==> config.mk <==
export PLATFORM = sky130hd
export DESIGN_NAME = vga_timing_gen
export DESIGN_NICKNAME = d
export VERILOG_FILES = /design/src/rtl/vga_timing_gen.sv
export SDC_FILE = /design/constraint.sdc
export NUM_CORES = 1
export LEC_CHECK = 0
export ABC_AREA = 0
export CAP_MARGIN = 20
export CELL_PAD_IN_SITES_DETAIL_PLACEMENT = 1
export CELL_PAD_IN_SITES_GLOBAL_PLACEMENT = 1
export CORE_AREA = 2 2 73 75
export DETAILED_ROUTE_END_ITERATION = 6
export DIE_AREA = 0 0 75 77
export HOLD_SLACK_MARGIN = 0.08
export PLACE_DENSITY_LB_ADDON = 0.1
export SYNTH_ARGS = -nofsm -noshare
export SYNTH_HDL_FRONTEND = slang
export SYNTH_SLANG_ARGS = --single-unit
==> constraint.sdc <==
create_clock -name vga_clk -period 1.9 [get_ports vga_clk]
set_input_delay 0.19 -clock vga_clk [delete_from_list [all_inputs] [get_ports vga_clk]]
set_output_delay 0.19 -clock vga_clk [all_outputs]
set_load 0.02 [all_outputs]
Run 1, wire density map:
The bar under the picture is 20 µm long. The die is cut into 15 by 15 equal tiles; black is low, pale yellow is high, scaled to the fullest tile. Values are wire area over tile area, all layers added.
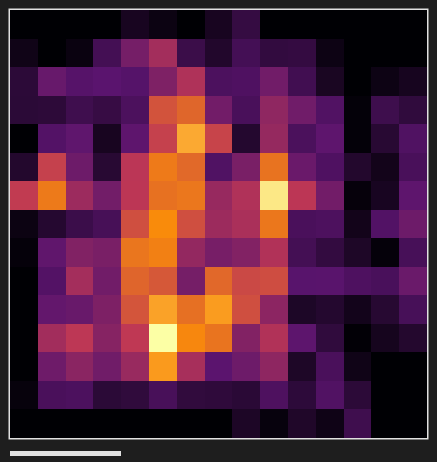
fullest tile	0.41
nearly empty tiles	18%
tiles over half the peak	16%
WL per Instance: 14.6 µm
Overall Global Routing Usage: 15.4%
via count: 1247

Run 1, wiring by layer:
The bar under the picture is 20 µm long. Two of the layers only.
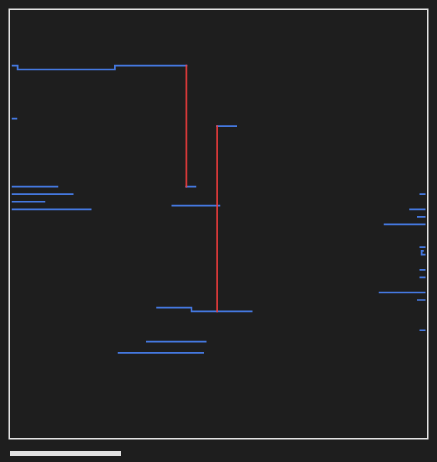
layer	colour	wire length
M4	red	55.1 µm
M3	blue	154 µm
Post-Route WL: 3880 µm

Run 1, placed cells, one colour a class:
The bar under the picture is 20 µm long.
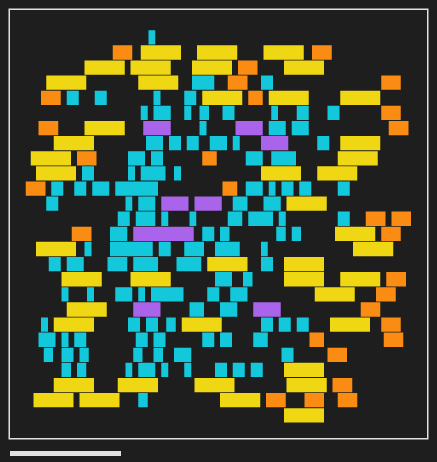
class	colour	cells	share of their area
remaining logic cells	cyan	114	38%
registers	yellow	44	42%
remaining buffers and delay cells	orange	29	14%
clock drivers and dummy loads	purple	8	6.1%
# rows: 26
final core occ: 43.4%
Seq area share: 40.8%
core area: 4980 µm²

==> reports/metrics.csv <==
stage,metric,value,unit
cts,CTS buffer count,5,
cts,H-tree Lvls,2,
power,Clock power frac,43.4,%
drt,violation count after the first detailed-route iteration,36,
cts,Latency at later pin,290,ps
power,Seq pwr share,53.1,%
worst_setup_path,flop-to-flop setup slack,140,ps
sta,final hold viol count,0,
power,Pint,1.42,mW
cts,Bufs on Longest Clock Path,2,
run_status,outcome,completed,
drt,met2 wire len,1860,µm
power,Switching Fraction,19.8,%
worst_setup_path,cell depth of the worst setup path,6,
worst_setup_path,crit-path leading delay family,simple AND/OR/NAND/NOR gates,
yosys,aoi share,3.89,%
cts,clock sink total,44,
cts,CTS tree,done,
finish,layout cell share with drive strength beyond 1,8.72,%
worst_hold_path,hold crit path type,register to register,
worst_setup_path,CP startpoint kind,register,
die,total I/O pin count,26,
power,leakage power,0.841,nW
die,Die Area,5780,µm²
grt,first-pass GRT wire length,6760,µm
grt,number of global-route vias before repair,1363,
yosys,chip area in the Yosys report,1710,µm²
cts,root buf cell,clkbuf_8,
yosys,xor/xnor share,6.67,%
-- run 1: synth_stat cells, drive strengths merged --
cell	number
nor2b	1
o21ai	6
nor4bb	1
and3	4
or3	4
and4	2
nand3	3
nand4b	2
buf	4
nand3b	2
mux2i	1
and3b	3
xor2	9
nand4	8
and2	23
or4	2
clkbuf	3
ha	4
inv	4
nor2	13
nand4bb	1
dfxtp	44
xnor2	4
nor3	1
nor4	2
a21oi	5
and4bb	1
nand2b	1
nand2	7
-- run 1: final cells by class --
cell class,count,area (µm²)
flip-flops and latches,44,881
clock buffers,7,96.3
inverters,4,15.0
fillers,562,2820
multi-input cells,110,771
clock inverters,1,30.0
repair buffers,29,280
well taps,70,87.6
-- run 1: stage by stage --
| stage | hold slack (ps) | worst slack, ps | instance area, µm² |
|---|---|---|---|
| after floorplan | 445 | 365 | 1710 |
| after CTS | 507 | 106 | 2160 |
| after global routing | 538 | 0.174 | 2160 |
| final | 505 | 141 | 2160 |
| after detailed placement | 486 | 136 | 2030 |
| after global placement | 456 | 267 | 2030 |
-- run 1: metal layers --
layer / global-route usage [%] / vias up
met3: 4.07 / 5
met1: 19.9 / 598
met2: 24.7 / 26
met5: 0 / -
li1: - / 618
met4: 4.29 / 0
-- run 1: logic make-up (layout without fill, tap and decap cells) --
family	count (synthesis)	after routing
fa+ha+maj	4	4
simple gates	81	81
mux	1	1
xor+xnor	13	13
compound gates	11	11
buf+inv	11	41
flops	44	44
-- run 1: worst reg2reg max path: stages, from the launching register on --
cell and delay (ps):
dfxtp_1 430, ha_1 250, and4_1 210, buf_4 170, nand3_2 170, o21ai_4 330
nor2_1 90
-- run 1: cell usage in the layout, fill, tap and decap left out, drive strengths merged, types with 2 or more instances in the layout --
cell type | Yosys | final
dfxtp | 44 | 44
a21oi | 5 | 5
or3 | 4 | 4
o21ai | 6 | 6
nor2 | 13 | 13
nand4b | 2 | 2
xnor2 | 4 | 4
nand4 | 8 | 8
and4 | 2 | 2
clkbuf | 3 | 7
xor2 | 9 | 9
nor4 | 2 | 2
nand3b | 2 | 2
nand3 | 3 | 3
and2 | 23 | 23
nand2 | 7 | 7
or4 | 2 | 2
and3 | 4 | 4
clkdlybuf4s50 | 0 | 25
ha | 4 | 4
and3b | 3 | 3
inv | 4 | 4
buf | 4 | 4
-- run 1: power by group through the flow --
stage	Combinational, mW	Sequential (mW)	Clock, mW
2_1_floorplan	0.0287	0.971	0
3_5_place_dp	0.0624	0.965	0
4_1_cts	0.0624	0.943	0.797
3_3_place_gp	0.0620	0.963	0
6_report	0.0612	0.943	0.771
5_1_grt	0.0687	0.945	0.839
Power figures rest on the tool's default switching activity, not on a simulated workload.
